File: src/rtl/cs_sample_feeder.sv
// Sample FIFO that pre-fills one CS window, then streams one sample per clock onto X.
// Also drives the CS reset pulse, the window-full flag and a sticky underrun flag.
module cs_sample_feeder #(
  parameter  int DEPTH  = 16,
  parameter  int WIN    = 9,
  parameter  int DATA_W = 8,
  localparam int AW     = $clog2(DEPTH),
  localparam int LW     = AW + 1,
  localparam int CW     = $clog2(WIN + 1)
) (
  input  logic              clk,
  input  logic              reset,
  input  logic              en,
  input  logic              in_valid,
  input  logic [DATA_W-1:0] in_data,
  output logic              in_ready,
  output logic [DATA_W-1:0] X,
  output logic              cs_reset,
  output logic              y_valid,
  output logic              underrun,
  input  logic              clr_err,
  output logic [LW-1:0]     level
);

  typedef enum logic [1:0] {
    IDLE   = 2'd0,
    FILL   = 2'd1,
    STREAM = 2'd2,
    FLUSH  = 2'd3
  } state_e;

  localparam logic [LW-1:0] DEPTH_L = LW'(DEPTH);
  localparam logic [LW-1:0] WIN_L   = LW'(WIN);
  localparam logic [CW-1:0] WIN_C   = CW'(WIN);

  state_e              state_q, state_d;
  logic [AW-1:0]       wr_ptr_q, wr_ptr_d;
  logic [AW-1:0]       rd_ptr_q, rd_ptr_d;
  logic [LW-1:0]       count_q, count_d;
  logic [DATA_W-1:0]   x_q, x_d;
  logic                cs_reset_q, cs_reset_d;
  logic [CW-1:0]       win_cnt_q, win_cnt_d;
  logic                underrun_q, underrun_d;
  logic [DATA_W-1:0]   mem_q [DEPTH];

  logic full, empty, push, pop, ur_evt, win_ready;

  assign full      = (count_q == DEPTH_L);
  assign empty     = (count_q == '0);
  assign win_ready = (count_q >= WIN_L);
  assign push      = in_valid && !full;

  // State register
  always_ff @(posedge clk or negedge reset) begin
    if (!reset) state_q <= IDLE;
    else        state_q <= state_d;
  end

  // Next-state logic
  always_comb begin
    state_d = state_q;
    unique case (state_q)
      IDLE:   if (en) state_d = FILL;
      FILL: begin
        if (!en)            state_d = IDLE;
        else if (win_ready) state_d = STREAM;
      end
      STREAM: if (!en || empty) state_d = FLUSH;
      FLUSH:  state_d = en ? FILL : IDLE;
      default: state_d = IDLE;
    endcase
  end

  // Output / control decode: the pop on the FILL->STREAM edge loads the first sample
  always_comb begin
    pop        = 1'b0;
    ur_evt     = 1'b0;
    y_valid    = 1'b0;
    cs_reset_d = 1'b1;
    unique case (state_q)
      FILL:    pop = en && win_ready;
      STREAM: begin
        pop     = en && !empty;
        ur_evt  = en && empty;
        y_valid = (win_cnt_q == WIN_C);
      end
      default: ;
    endcase
    cs_reset_d = (state_d != STREAM);
  end

  // FIFO bookkeeping, X register, window counter, error flag
  always_comb begin
    wr_ptr_d = push ? wr_ptr_q + AW'(1) : wr_ptr_q;
    rd_ptr_d = pop  ? rd_ptr_q + AW'(1) : rd_ptr_q;
    count_d  = count_q;
    unique case ({push, pop})
      2'b10:   count_d = count_q + LW'(1);
      2'b01:   count_d = count_q - LW'(1);
      default: count_d = count_q;
    endcase
    x_d = pop ? mem_q[rd_ptr_q] : '0;
    if (state_q != STREAM)     win_cnt_d = '0;
    else if (win_cnt_q == WIN_C) win_cnt_d = win_cnt_q;
    else                       win_cnt_d = win_cnt_q + CW'(1);
    if (ur_evt)       underrun_d = 1'b1;
    else if (clr_err) underrun_d = 1'b0;
    else              underrun_d = underrun_q;
  end

  always_ff @(posedge clk or negedge reset) begin
    if (!reset) begin
      wr_ptr_q   <= '0;
      rd_ptr_q   <= '0;
      count_q    <= '0;
      x_q        <= '0;
      cs_reset_q <= 1'b1;
      win_cnt_q  <= '0;
      underrun_q <= 1'b0;
    end else begin
      wr_ptr_q   <= wr_ptr_d;
      rd_ptr_q   <= rd_ptr_d;
      count_q    <= count_d;
      x_q        <= x_d;
      cs_reset_q <= cs_reset_d;
      win_cnt_q  <= win_cnt_d;
      underrun_q <= underrun_d;
    end
  end

  // Sample storage carries no reset; occupancy is tracked by count_q alone
  always_ff @(posedge clk) begin
    if (push) mem_q[wr_ptr_q] <= in_data;
  end

  assign in_ready = !full;
  assign X        = x_q;
  assign cs_reset = cs_reset_q;
  assign underrun = underrun_q;
  assign level    = count_q;

endmodule

File: config.mk
export PLATFORM = sky130hd
export DESIGN_NAME = cs_sample_feeder
export DESIGN_NICKNAME = d
export VERILOG_FILES = /design/src/rtl/cs_sample_feeder.sv
export SDC_FILE = /design/constraint.sdc
export NUM_CORES = 1
export LEC_CHECK = 0
export ABC_AREA = 1
export CAP_MARGIN = 0
export CORE_AREA = 2 2 106 108
export CTS_CLUSTER_SIZE = 14
export DETAILED_ROUTE_END_ITERATION = 16
export DIE_AREA = 0 0 108 110
export GPL_ROUTABILITY_DRIVEN = 0
export PLACE_DENSITY = 0.83
export SYNTH_ARGS = -nofsm -noshare
export SYNTH_HDL_FRONTEND = slang
export SYNTH_SLANG_ARGS = --single-unit
export TNS_END_PERCENT = 100
File: constraint.sdc
create_clock -name clk -period 4.7 [get_ports clk]
set_input_delay 0.94 -clock clk [delete_from_list [all_inputs] [get_ports clk]]
set_output_delay 0.94 -clock clk [all_outputs]
set_load 0.01 [all_outputs]
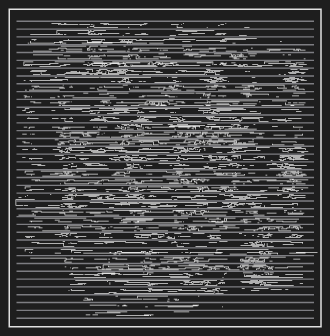
Figure 1: run 1, metal 1.
Supply wires on this layer in grey.
The layer holds 38% of the routed length. 588 nets have wire on it.

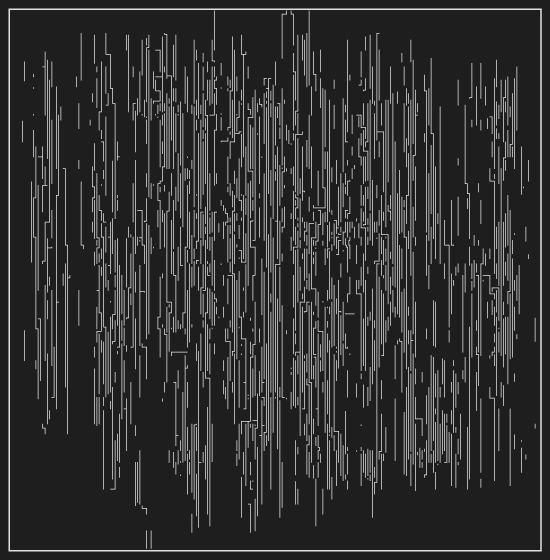
Figure 2: run 1, signal wires on met2.
The longest straight run is 44.5 um. The wires run mostly vertical. The layer holds 49% of the routed length.

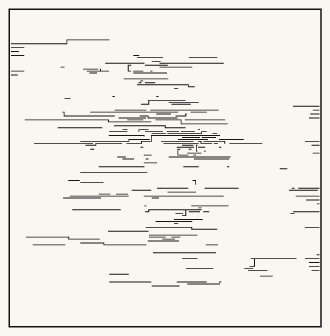
Figure 3: run 1, M3 wires.
The layer carries 1400 um of wire. 101 nets have wire on it. The layer holds 9.3% of the routed length. The wires run mostly horizontal.

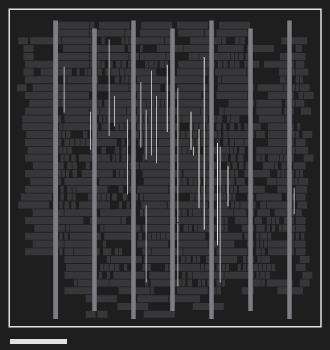
Figure 4: run 1, M4 wires.
The bar under the picture is 20 um long. Supply wires on this layer in grey. Cells faint in the background.
The wires run mostly vertical. The layer holds 3.4% of the routed length. The longest straight run is 59.8 um. The layer carries 515 um of wire.

==> flow_summary.ini, run 1 <==
; physical design summary
[run_status]
status = finished clean

[power]
switching_share_pct = 36.3
largestPowerGroup = registers
p_comb_share_pct = 32.1
power_density_nw_per_um2 = 640
power.total_mw = 4.94

[floorplanning]
rows = 38
num_io_pins = 30
tap-cell-count = 140

[global_routing]
met1_usage_pct = 35.7
grt_pass1_wl_mm = 24.0
grtUsageMet3_pct = 5.94

[critical_path]
r2r_slack_ns = 1.89
crit_buf_inv = 3
cp-startpoint = state_q[0]
cp_slowest_stage_delay_ns = 0.53
cp_top_family = buffers and inverters
setup.worst_path.end_class = primary output

[clock_network]
htree_levels = 4
numCtsBuffers = 17

[yosys]
synthAdderAreaFrac_pct = 2.76
postSynthSeqShare_pct = 67.3
yosysTopAreaCell = edfxtp_1
yosys_cells = 599
top_cell = nand2_1

[worst_hold_path]
whs_path_depth = 2

[sta]
setup_viol = 0
post-route-min-period_ns = 3.17
setup_tns_ns = 0

[cells_and_area]
largest_class = sequential cells
n_all_buffers = 31
seq_area_um2 = 4570
largest_register_ffs = 128
logic_area_um2 = 1900

[job]
warnings = 34

[route]
top_layer = met4
first_iter_violations = 686

[place]
portBuffers = 29
==> run 1: placed cells by master (no fill, tap or decap), types with 3 or more instances in the layout <==
| master | n |
|---|---|
| edfxtp_1 | 128 |
| ha_1 | 15 |
| nand2_2 | 4 |
| bufinv_16 | 5 |
| clkbuf_16 | 16 |
| nor2_2 | 6 |
| clkinv_2 | 3 |
| nor2_4 | 3 |
| nand2_1 | 177 |
| nor3_1 | 13 |
| inv_2 | 3 |
| nor2_1 | 10 |
| xor2_1 | 7 |
| nand3_1 | 98 |
| xnor2_1 | 5 |
| o21ai_0 | 7 |
| a21oi_1 | 27 |
| inv_1 | 28 |
| clkdlybuf4s50_1 | 29 |
| dfrtp_1 | 27 |
Figure 5. The clock network (run 1).
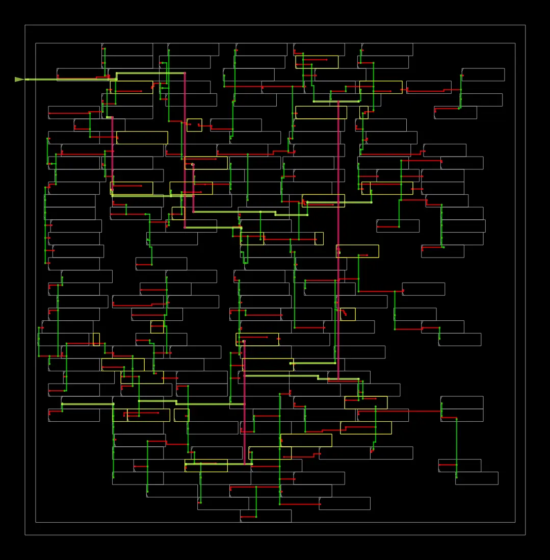

==> run 1 -> run 2 <==
--- a/config.mk
+++ b/config.mk
@@ -7,12 +7,12 @@
 export LEC_CHECK = 0
 export ABC_AREA = 1
 export CAP_MARGIN = 0
-export CORE_AREA = 2 2 106 108
+export CORE_AREA = 2 2 116 118
 export CTS_CLUSTER_SIZE = 14
 export DETAILED_ROUTE_END_ITERATION = 16
-export DIE_AREA = 0 0 108 110
+export DIE_AREA = 0 0 118 120
 export GPL_ROUTABILITY_DRIVEN = 0
-export PLACE_DENSITY = 0.83
+export PLACE_DENSITY = 0.74
 export SYNTH_ARGS = -nofsm -noshare
 export SYNTH_HDL_FRONTEND = slang
 export SYNTH_SLANG_ARGS = --single-unit
==> constraint.sdc (replaced) <==
create_clock -name clk -period 2.8 [get_ports clk]
set_input_delay 0.56 -clock clk [delete_from_list [all_inputs] [get_ports clk]]
set_output_delay 0.56 -clock clk [all_outputs]
set_load 0.01 [all_outputs]
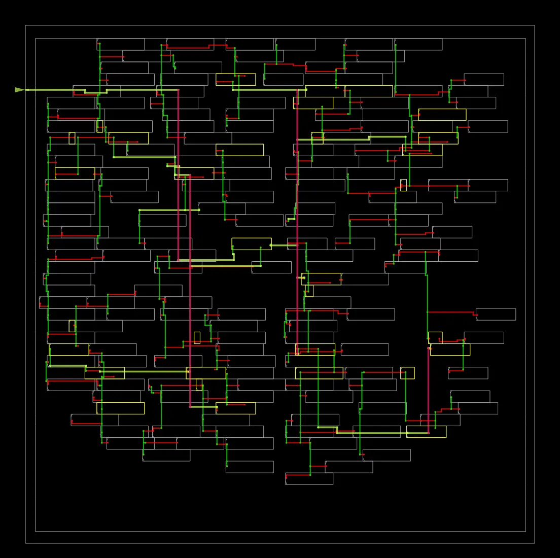
Figure 6: run 2, the clock network.
Latency at later pin: 0.42 ns
TritonCTS Buffers: 17

==> run 2 against run 1 <==
Effect of this change:
- total power grew 68%
- count of clock-buffer cells in the layout rose by 3
- sequential share of layout area fell by 1.6 points
- cell count rose by 7.5%
- critical path depth is the same
- sequential cell count stayed put
- worst hold slack worse by 0.0062 ns
- worst setup slack got worse by 1.3 ns
- critical path type unchanged
- largest cell class unchanged
==> flow_summary.ini, run 2 <==
; physical design summary
[run_status]
status = finished clean

[cells_and_area]
seq_area_um2 = 4570
logic_area_um2 = 1900
layout_top_cells = nand2_1 (177), edfxtp_1 (128), nand3_1 (98)
lay_top_count = nand2_1
largest_register_ffs = 128
final_cells = 833

[yosys]
yosys_cells = 599
syn_inst = 599
synthAdderAreaFrac_pct = 2.76
synthMuxAreaShare_pct = 0
postSynthSeqShare_pct = 67.3
edf_count = 128
top_cell = nand2_1

[power]
power_density_nw_per_um2 = 1050
power.total_mw = 8.30

[sta]
setup_tns_ns = 0
setup_viol = 0
post-route-min-period_ns = 2.58
hold_ws_ns = 0.530

[critical_path]
cp_top_family = buffers and inverters
setup.worst_path.end_class = primary output
r2r_slack_ns = 0.25
cp_slowest_stage_delay_ns = 0.53
critical_path_cell_count = 5
cp-startpoint = state_q[0]
critPathArrivalTime_ns = 2.02
critical_path_required_ns = 2.24
cp_common_cell = inv_1

[route]
top_layer = met4
first_iter_violations = 561

[global_routing]
grt_pass1_wl_mm = 23.1
antenna_found_initial = 0
grtUsageMet3_pct = 5.18
met1_usage_pct = 26.8

[place]
portBuffers = 29

[floorplanning]
num_io_pins = 30
chipHeight_um = 120
die_w_um = 118
rows = 42

[clock_network]
ctsLongestPathBuffers = 2
cts_setup_buffers = 0
htree_levels = 4

[job]
warnings = 34
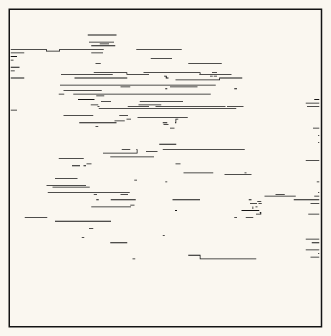
Figure 7: run 2, M3 wires.
The longest straight run is 58.9 um. The layer holds 6.5% of the routed length. The layer carries 958 um of wire. The wires run mostly horizontal.

[run 2: how the worst min path moves through the flow]
stage	to	cells past startpoint	startpoint
after floorplan	X[0]	0	reset
after global placement	underrun	2	underrun
after detailed placement	underrun	2	underrun
after CTS	level[0]	2	reset
after global routing	level[0]	2	reset
final	level[2]	2	reset
[run 2: layout make-up]
| type | instances | area share, % |
|---|---|---|
| clock buffer | 20 | 5.50 |
| sequential | 157 | 57.6 |
| clock inverter | 12 | 2.41 |
| tap | 176 | 2.78 |
| multi-input combinational | 382 | 24.0 |
| timing repair buffer | 53 | 6.09 |
| inverter | 33 | 1.59 |
[run 2: power breakdown]
| group | switching [mW] | internal, mW |
|---|---|---|
| Combinational | 1.81 | 0.946 |
| Sequential | 0.220 | 2.87 |
| Clock | 0.873 | 1.57 |
Figure 8. Signal wires on met2 (run 2).
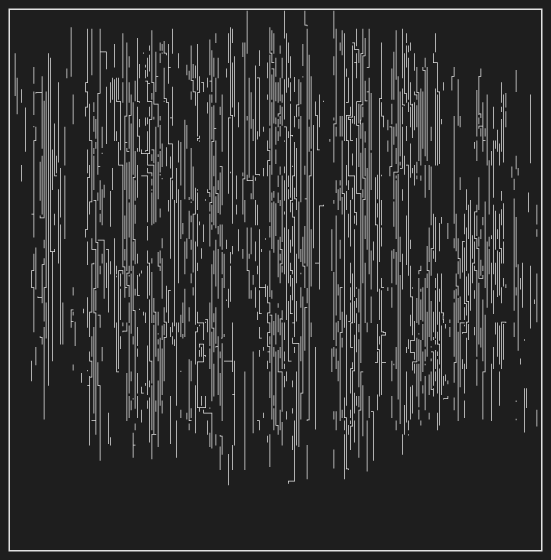

==> run 2 -> run 3 <==
--- a/config.mk
+++ b/config.mk
@@ -8,11 +8,12 @@
 export ABC_AREA = 1
 export CAP_MARGIN = 0
 export CORE_AREA = 2 2 116 118
+export CTS_CLUSTER_DIAMETER = 150
 export CTS_CLUSTER_SIZE = 14
 export DETAILED_ROUTE_END_ITERATION = 16
 export DIE_AREA = 0 0 118 120
 export GPL_ROUTABILITY_DRIVEN = 0
-export PLACE_DENSITY = 0.74
+export PLACE_DENSITY_LB_ADDON = 0.1
 export SYNTH_ARGS = -nofsm -noshare
 export SYNTH_HDL_FRONTEND = slang
 export SYNTH_SLANG_ARGS = --single-unit
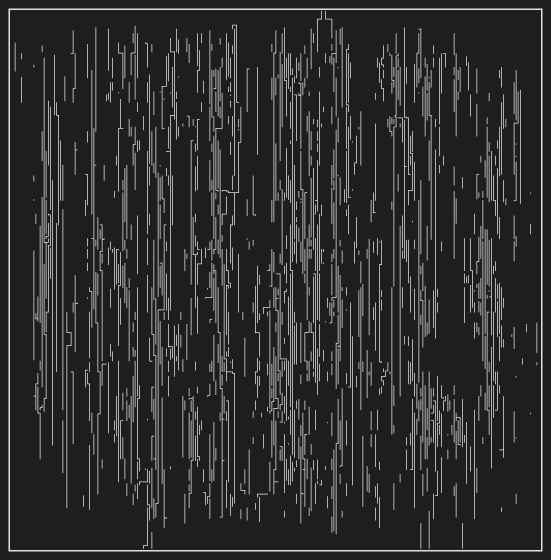
Figure 9: run 3, signal wires on met2.
The longest straight run is 58.8 um. The layer carries 6840 um of wire. The wires run mostly vertical. The layer holds 47% of the routed length. 505 nets have wire on it.

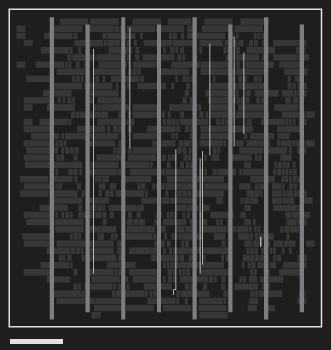
Figure 10: run 3, M4 wires.
The bar under the picture is 20 um long. Supply wires on this layer in grey. Cells faint in the background.
The longest straight run is 85.0 um. The wires run mostly vertical.

==> run 3 against run 2 <==
Effect of this change:
- core utilization down 0.50 points
- cell area down 0.82%
- count of clock-buffer cells in the layout up 8
- fmax down 1.6%
- wire length down 1.0%
- register-to-register slack better by 0.06 ns
- clock skew down 0.00077 ns
==> flow_summary.ini, run 3 <==
; physical design summary
[clock_network]
clock_latency_ns = 0.43
clk_pin_slew_ns = 0.06
numCtsBuffers = 17
ctsLongestPathBuffers = 2
htree_levels = 4
cts_setup_buffers = 0
cts_root_buf = clkbuf_16

[yosys]
yosys_area_um2 = 6790
syn_area_um2 = 6790
synthTopCellsByArea = edfxtp_1 (57%), dfrtp_1 (10%), nand2_1 (9.8%), nand3_1 (7.2%), ha_1 (2.8%)
edf_count = 128
syn_inst = 599
top_cell = nand2_1
yosysTopAreaCell = edfxtp_1
simple_gate_area_share_pct = 20.8
aoi_share_pct = 2.95
flop_cell = edfxtp_1
common_cells = nand2_1 (177), edfxtp_1 (128), nand3_1 (98)
syn_nets = 627
synthMuxAreaShare_pct = 0
yosys.cell_types.count = 33
postSynthSeqShare_pct = 67.3
synthArstFlopShare_pct = 18.5
synth_area_per_cell_um2 = 11.3
synthAdderAreaFrac_pct = 2.76
yosys_cells = 599

[power]
power.internal_mw = 5.12
p_comb_share_pct = 34.3
pg_comb_mw = 2.74
power.total_mw = 8.00
pg_clk_mw = 2.17
pwr-share-clk_pct = 27.1
power_density_nw_per_um2 = 1020
switching_share_pct = 36.0
p_seq_mw = 3.09
power_switching_mw = 2.88
ir_drop_mv = 0.472
largestPowerGroup = registers
seq_power_share_pct = 38.6

[global_routing]
grt_pass1_wl_mm = 23.0
grt_pass1_vias = 4272
antenna_found_initial = 0

[critical_path]
critical_path_required_ns = 2.24
cp_common_cell = inv_1
cp_slowest_stage_delay_ns = 0.53
critPathArrivalTime_ns = 2.06
rr_startpoint = state_q[0]
r2r_slack_ns = 0.31
worstPathMaxFanout = 4
worstSetupEndpoint = y_valid
cp-startpoint = state_q[0]
critPathLaunchType = register
cp_top_family = buffers and inverters
critical_path_cell_count = 5
crit_slowest_cell = clkdlybuf4s50_1
setup.worst_path.end_class = primary output

[place]
portBuffers = 29
place_area_um2 = 7310
dp_hpwl_mm = 9.14
place_ws_ns = 0.143

[job]
warnings = 34

[cells_and_area]
final_cells = 833
largest_register_ffs = 128
lay_top_count = nand2_1
antenna_cells = 0
layout_top_cells = nand2_1 (177), edfxtp_1 (128), nand3_1 (98)
finalInstanceArea_um2 = 7870

[sta]
finalHoldViolCount = 0
hold_ws_ns = 0.525
fin_crit_sh_pct = 93.6
post-route-min-period_ns = 2.62
setup_viol = 0
setup_tns_ns = 0
fmax_mhz = 382
rsz0062_at_grt = false

[floorplanning]
chipHeight_um = 120
rows = 42
die_w_um = 118
num_io_pins = 30
core_area_um2 = 13000
fp_util_pct = 52.3

[route]
routed_via_density = 5.37
drc = 0
routedWlPerCell_um = 17.4
first_iter_violations = 459

[run_status]
status = finished clean
-- run 3: final cells by class --
| class | instances | area [um^2] | share of cell area (%) |
|---|---|---|---|
| flip-flops and latches | 157 | 4570 | 58.1 |
| multi-input cells | 382 | 1900 | 24.2 |
| clock buffers | 28 | 541 | 6.87 |
| repair buffers | 53 | 483 | 6.14 |
| well taps | 176 | 220 | 2.80 |
| inverters | 33 | 126 | 1.61 |
| clock inverters | 4 | 22.5 | 0.286 |
-- run 3: per-layer routing --
| metal | track usage, % | vias to the layer above | part of all wire [%] |
|---|---|---|---|
| met5 | 0 | - | 0 |
| met4 | 9.71 | 0 | 2.7 |
| met3 | 4.33 | 32 | 5.1 |
| met2 | 33.8 | 132 | 47 |
| met1 | 29.9 | 2170 | 45 |
| li1 | - | 2141 | - |
Power is estimated from default activity; no workload was simulated.
